File: src/rtl/downsampler_nx.sv
// Raster downsampler by FACTOR per axis (decimate or box average) with an output FWFT FIFO.
// Define DOWNSAMPLER_AVG_EN to compile in average mode; otherwise the block always decimates.
module downsampler_nx #(
  parameter int DATA_WIDTH   = 8,
  parameter int FACTOR       = 4,
  parameter int LINE_WIDTH   = 640,
  parameter int FRAME_HEIGHT = 480,
  parameter int OUT_DEPTH    = 16
) (
  input  logic                         clock,
  input  logic                         reset,
  input  logic                         valid,
  input  logic [DATA_WIDTH-1:0]        data,
  input  logic                         mode,
  input  logic                         ready_out,
  output logic [DATA_WIDTH-1:0]        dataout,
  output logic                         validout,
  output logic                         frame_start_out,
  output logic                         blankingregion,
  output logic                         overflow,
  output logic [$clog2(OUT_DEPTH):0]   fifo_count
);

  localparam int LOG2F = $clog2(FACTOR);
  localparam int CW    = $clog2(LINE_WIDTH);
  localparam int RW    = $clog2(FRAME_HEIGHT);
  localparam int AW    = $clog2(OUT_DEPTH);
  localparam int CNTW  = AW + 1;
  localparam logic [CW-1:0]    COL_LAST = CW'(LINE_WIDTH - 1);
  localparam logic [RW-1:0]    ROW_LAST = RW'(FRAME_HEIGHT - 1);
  localparam logic [LOG2F-1:0] PH_LAST  = '1;
  localparam logic [CNTW-1:0]  CNT_FULL = CNTW'(OUT_DEPTH);

  logic [CW-1:0]         col_q, col_d;
  logic [RW-1:0]         row_q, row_d;
  logic                  mode_q;
  logic                  mode_eff;
  logic                  first_px;
  logic                  blk00;
  logic [LOG2F-1:0]      col_ph, row_ph;

  logic                  vld_p0_q, vld_p0_d;
  logic [DATA_WIDTH-1:0] res_p0_q, res_p0_d;
  logic                  fs_p0_q;

  assign first_px = (col_q == '0) && (row_q == '0);
  assign col_ph   = col_q[LOG2F-1:0];
  assign row_ph   = row_q[LOG2F-1:0];
  assign blk00    = ((col_q >> LOG2F) == '0) && ((row_q >> LOG2F) == '0);

  always_comb begin
    col_d = col_q;
    row_d = row_q;
    if (valid) begin
      if (col_q == COL_LAST) begin
        col_d = '0;
        row_d = (row_q == ROW_LAST) ? '0 : row_q + RW'(1);
      end else begin
        col_d = col_q + CW'(1);
      end
    end
  end

`ifdef DOWNSAMPLER_AVG_EN
  localparam int NBLK = LINE_WIDTH / FACTOR;
  localparam int JW   = (NBLK > 1) ? $clog2(NBLK) : 1;
  localparam int HW   = DATA_WIDTH + LOG2F;
  localparam int SW   = DATA_WIDTH + 2 * LOG2F;

  // Divide by FACTOR^2 is a plain shift; the fraction is discarded.
  function automatic logic [DATA_WIDTH-1:0] avg_trunc(input logic [SW-1:0] s);
    logic [SW-1:0] sh;
    sh = s >> (2 * LOG2F);
    return sh[DATA_WIDTH-1:0];
  endfunction

  logic [SW-1:0] acc_mem [NBLK];
  logic [HW-1:0] hsum_q, hsum_d;
  logic [HW-1:0] h_sum;
  logic [SW-1:0] acc_sum;
  logic [SW-1:0] acc_wd;
  logic          acc_we;
  logic [JW-1:0] blk_j;
  logic          mode_d;

  assign blk_j    = JW'(col_q >> LOG2F);
  assign h_sum    = hsum_q + HW'(data);
  assign acc_sum  = acc_mem[blk_j] + SW'(h_sum);
  assign mode_d   = (valid && first_px) ? mode : mode_q;
  // The frame's first pixel already runs under the newly sampled mode.
  assign mode_eff = first_px ? mode : mode_q;

  always_comb begin
    hsum_d = hsum_q;
    acc_we = 1'b0;
    acc_wd = acc_sum;
    if (valid) begin
      hsum_d = (col_ph == '0) ? HW'(data) : h_sum;
      if (mode_eff && (col_ph == PH_LAST)) begin
        acc_we = 1'b1;
        acc_wd = (row_ph == '0) ? SW'(h_sum) : acc_sum;
      end
    end
  end

  always_ff @(posedge clock or posedge reset) begin
    if (reset) begin
      hsum_q <= '0;
      mode_q <= 1'b0;
    end else begin
      hsum_q <= hsum_d;
      mode_q <= mode_d;
    end
  end

  always_ff @(posedge clock) begin
    if (acc_we) acc_mem[blk_j] <= acc_wd;
  end
`else
  logic unused_mode;
  assign unused_mode = mode;
  assign mode_q      = 1'b0;
  assign mode_eff    = 1'b0;
`endif

  always_comb begin
    vld_p0_d = 1'b0;
    res_p0_d = res_p0_q;
    if (valid && !mode_eff && (col_ph == '0) && (row_ph == '0)) begin
      vld_p0_d = 1'b1;
      res_p0_d = data;
    end
`ifdef DOWNSAMPLER_AVG_EN
    if (valid && mode_eff && (col_ph == PH_LAST) && (row_ph == PH_LAST)) begin
      vld_p0_d = 1'b1;
      res_p0_d = avg_trunc(acc_sum);
    end
`endif
  end

  assign blankingregion = mode_q ? (row_ph != PH_LAST) : (row_ph != '0);

  // Stage p0: result registered on the edge that samples the pixel
  always_ff @(posedge clock or posedge reset) begin
    if (reset) begin
      col_q    <= '0;
      row_q    <= '0;
      vld_p0_q <= 1'b0;
    end else begin
      col_q    <= col_d;
      row_q    <= row_d;
      vld_p0_q <= vld_p0_d;
    end
  end

  always_ff @(posedge clock) begin
    res_p0_q <= res_p0_d;
    fs_p0_q  <= blk00;
  end

  // Stage p1: FIFO push of the p0 result
  logic [DATA_WIDTH:0]   fifo_mem [OUT_DEPTH];
  logic [AW-1:0]         rd_q, rd_d, wr_q, wr_d;
  logic [CNTW-1:0]       cnt_q, cnt_d;
  logic                  ovf_q, ovf_d;
  logic                  pop, push;
  logic [DATA_WIDTH:0]   head;

  assign validout = (cnt_q != '0);
  assign pop      = validout && ready_out;
  assign push     = vld_p0_q && ((cnt_q != CNT_FULL) || pop);
  assign head     = fifo_mem[rd_q];

  always_comb begin
    rd_d  = pop  ? rd_q + AW'(1) : rd_q;
    wr_d  = push ? wr_q + AW'(1) : wr_q;
    ovf_d = ovf_q | (vld_p0_q && !push);
    unique case ({push, pop})
      2'b10:   cnt_d = cnt_q + CNTW'(1);
      2'b01:   cnt_d = cnt_q - CNTW'(1);
      default: cnt_d = cnt_q;
    endcase
  end

  always_ff @(posedge clock or posedge reset) begin
    if (reset) begin
      rd_q  <= '0;
      wr_q  <= '0;
      cnt_q <= '0;
      ovf_q <= 1'b0;
    end else begin
      rd_q  <= rd_d;
      wr_q  <= wr_d;
      cnt_q <= cnt_d;
      ovf_q <= ovf_d;
    end
  end

  always_ff @(posedge clock) begin
    if (push) fifo_mem[wr_q] <= {fs_p0_q, res_p0_q};
  end

  assign dataout         = validout ? head[DATA_WIDTH-1:0] : '0;
  assign frame_start_out = validout && head[DATA_WIDTH];
  assign overflow        = ovf_q;
  assign fifo_count      = cnt_q;

endmodule

File: config.mk
export PLATFORM = sky130hd
export DESIGN_NAME = downsampler_nx
export DESIGN_NICKNAME = d
export VERILOG_FILES = /design/src/rtl/downsampler_nx.sv
export SDC_FILE = /design/constraint.sdc
export NUM_CORES = 1
export LEC_CHECK = 0
export ABC_AREA = 1
export CELL_PAD_IN_SITES_DETAIL_PLACEMENT = 0
export CELL_PAD_IN_SITES_GLOBAL_PLACEMENT = 1
export CORE_UTILIZATION = 25
export CTS_BUF_LIST = sky130_fd_sc_hd__clkbuf_4 sky130_fd_sc_hd__clkbuf_8
export DETAILED_ROUTE_END_ITERATION = 10
export PLACE_DENSITY = 0.51
export SLEW_MARGIN = 20
export SYNTH_ARGS = -nofsm -noshare
export SYNTH_HDL_FRONTEND = slang
export SYNTH_SLANG_ARGS = --single-unit
File: constraint.sdc
create_clock -name clock -period 2.2 [get_ports clock]
set_input_delay 0.55 -clock clock [delete_from_list [all_inputs] [get_ports clock]]
set_output_delay 0.55 -clock clock [all_outputs]
set_load 0.05 [all_outputs]
**Layout detail**

Window x 79 to 104, y 79 to 104 um. Cells in grey, sequential cells in the stronger grey; small squares are vias.
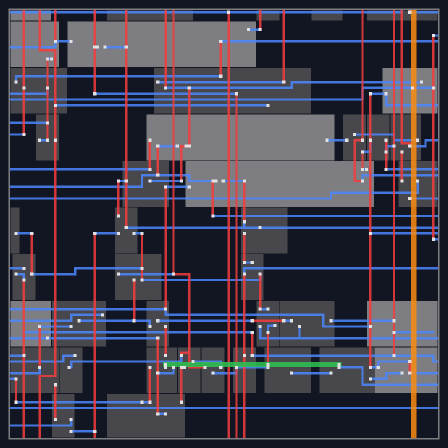
metal 2 -> red
metal 1 -> blue
metal 3 -> green
metal 4 -> orange
sequential cells in the window = 3
cells with their middle in the window = 30
most frequent = nand2_1 (5), nor2_1 (5), buf_4 (4)
netlist names of flops here include = fifo_mem (3)

**Met2 routing**

Drawn at 2 px/um.
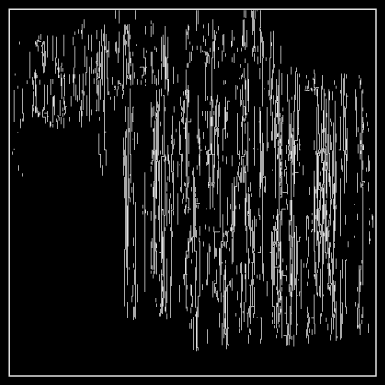
wire length on this layer = 9620 um
longest straight run = 72.8 um
nets with wire on the layer = 611
main direction = vertical

**Cells by drive strength**

Drawn at 2 px/um.
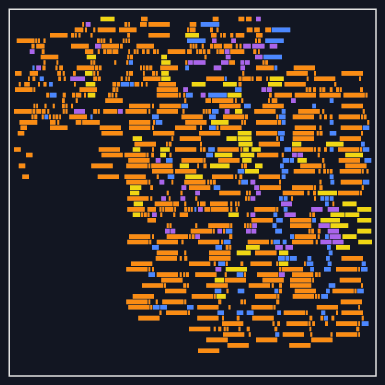
_2 cells -> blue  # cells 112, share 13%
_0 and _1 cells -> orange  # cells 600, share 72%
_3 and _4 cells -> purple  # cells 64, share 7.6%
_6 and larger -> yellow  # cells 63, share 7.5%

==> reports/results.tsv <==
stage	metric	value	unit
sta	slack of the critical path	-0.441	ns
pwr	Peak VDD IR	907	uV
cells_and_area	non-filler cells, final	1274	
cells_and_area	clk_buf instances	18	
min_path	Worst Hold Class	primary input to async pin	
drt	Post-Route WL	21400	um
cells_and_area	Top reg by flops	fifo_mem	
cells_and_area	Non-clk bufs	89	
pwr	Internal	7.84	mW
worst_setup_path	critical path, cell by cell	buf_8 -> buf_12 -> nand2_1 -> nand3_1 -> nand3_2 -> nand2_2 -> nand2_2 -> a21oi_4 -> buf_12	
cts	cts-stage hold buffer count	0	
cts	Latency at later pin	0.48	ns
worst_setup_path	Reg-to-Reg End	fifo_count[4]	
cts	TritonCTS clock tree	done	
worst_setup_path	max incr delay on CP	0.50	ns
floorplanning	Core ar.	31800	um^2
drt	Initial DRC Count	335	
yosys	area share of the largest cell type after synthesis	0.560	
cells_and_area	Inverters	46	
cells_and_area	logic share of the area	0.270	
worst_setup_path	Worst R2R Path Depth	13	
pwr	Net Switching	5.57	mW
worst_setup_path	cell family with most CP delay	flip-flops	
grt	first-pass GRT wire length	31800	um
place	pre-CTS WS	-0.159	ns
sta	Final Setup Violations	9	
yosys	cell count after synthesis	745	
place	Final HPWL DP	13000	um
pwr	sequential power	4.17	mW
yosys	yosys adder share	0.0209	
yosys	XOR/XNOR Area Share	0.0150	
floorplanning	Std-Cell Rows	65	
place	Port Buffers	28	
yosys	Post-synth ARST share	0.182	
run_status	failing checks	setup timing	
yosys	Synth logic family	simple AND/OR/NAND/NOR gates	
yosys	synth cell count leaders	228 x nand2_1, 152 x edfxtp_1, 131 x nand3_1	
yosys	Syn. warnings	0	
pwr	leak pwr	4.12	nW
run	Log Warnings	34	
yosys	EDFF count, synth	152	
yosys	syn avg cell area	11.0	um^2
drt	top routing layer in use	met4	
cells_and_area	flop share of the area	0.513	
yosys	aoi share	0.0190	
cells_and_area	Layout non-clock buf frac	0.110	
drt	DRT Pass-1 Iters	4	
run_status	status	complete, but fails checks	
worst_setup_path	startpoint types	flop	
drt	wire length on met1	10900	um
drt	Vias/cell	4.24	
floorplanning	fp_density	0.257	
grt	grt peak-use layer	met2	
cts	Post CTS Setup Buffer Count	3	
floorplanning	# Taps	435	
worst_setup_path	Worst setup EP type	output port	
yosys	post-synth top area cell	edfxtp_1	
worst_setup_path	CP max-delay cell	dfrtp_2	
place	DP Cell Count	1227	
yosys	synthesized area	8160	um^2
yosys	Synth cell types	37	
cells_and_area	NumNets Final	852	
sta	final hold violation count	0	
pwr	Comb power frac	0.509	
cells_and_area	Reg area	5440	um^2
cts	clock-pin slew on the worst setup and hold paths	0.12	ns
cells_and_area	max reg flops	144	
floorplanning	Die Y	183	um
cells_and_area	area of the multi-input gates	2860	um^2
sta	max_slew headroom	0.482	
drt	Via Count	5406	
worst_setup_path	RR Startpoint	fifo_count[0]	
worst_setup_path	Critical path buffers and inverters	3	
cells_and_area	dominant kind of cell	sequential cells	
pwr	P per Cell Area	1260	nW/um^2
worst_setup_path	Worst EP arrival	2.09	ns
drt	Met2 Wirelength	9620	um
yosys	Seq share, synth	0.666	
cells_and_area	registers	187	
floorplanning	I/O pin count	30	
cells_and_area	Commonest Layout Cell	nand2_1	
yosys	largest cells by area after synthesis	edfxtp_1 56%, nand2_1 10%, dfrtp_1 10%	
grt	largest net degree at the start of global routing	39	
cts	TritonCTS Buffers	17	
cells_and_area	top flop regs	fifo_mem x144, col_q x10, row_q x9	
place	RePlAce Congestion	0.733	
pwr	Sw Share	0.415	
worst_setup_path	Setup crit start	rd_q[0]	
grt	total congestion overflow	0	
sta	Setup Skew	0.0241	ns
worst_setup_path	r2r setup slk	0.24	ns
run	Max-cap violations	0	
worst_setup_path	CP Max Fanout	9	
cells_and_area	Syn-to-layout area delta	30.1	%
yosys	yosys stat area	8160	um^2
pwr	Comb. pwr	6.82	mW
worst_setup_path	kind of critical path	flop to output port	
sta	Hold Slack	0.423	ns
**Track usage over the die**

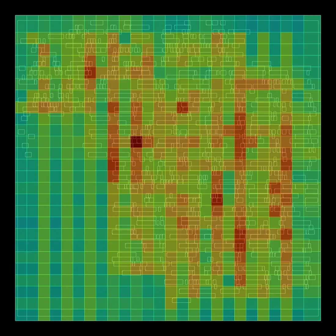
GR Layer Usage met2: 0.201
M1 GR Usage: 0.189
final core utilization: 0.334
met3 usage: 0.0226

**Sequential cells grouped by signal name**

Drawn at 2 px/um.
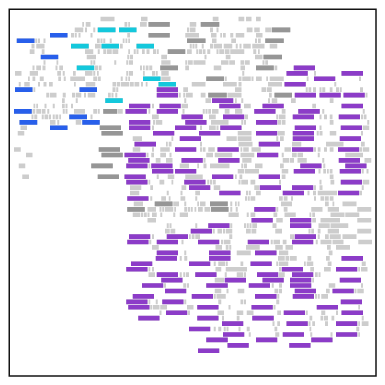
fifo_mem -> purple  # flops 144
col_q -> blue  # flops 10, where top left
row_q -> cyan  # flops 9

Power figures rest on the tool's default switching activity, not on a simulated workload.
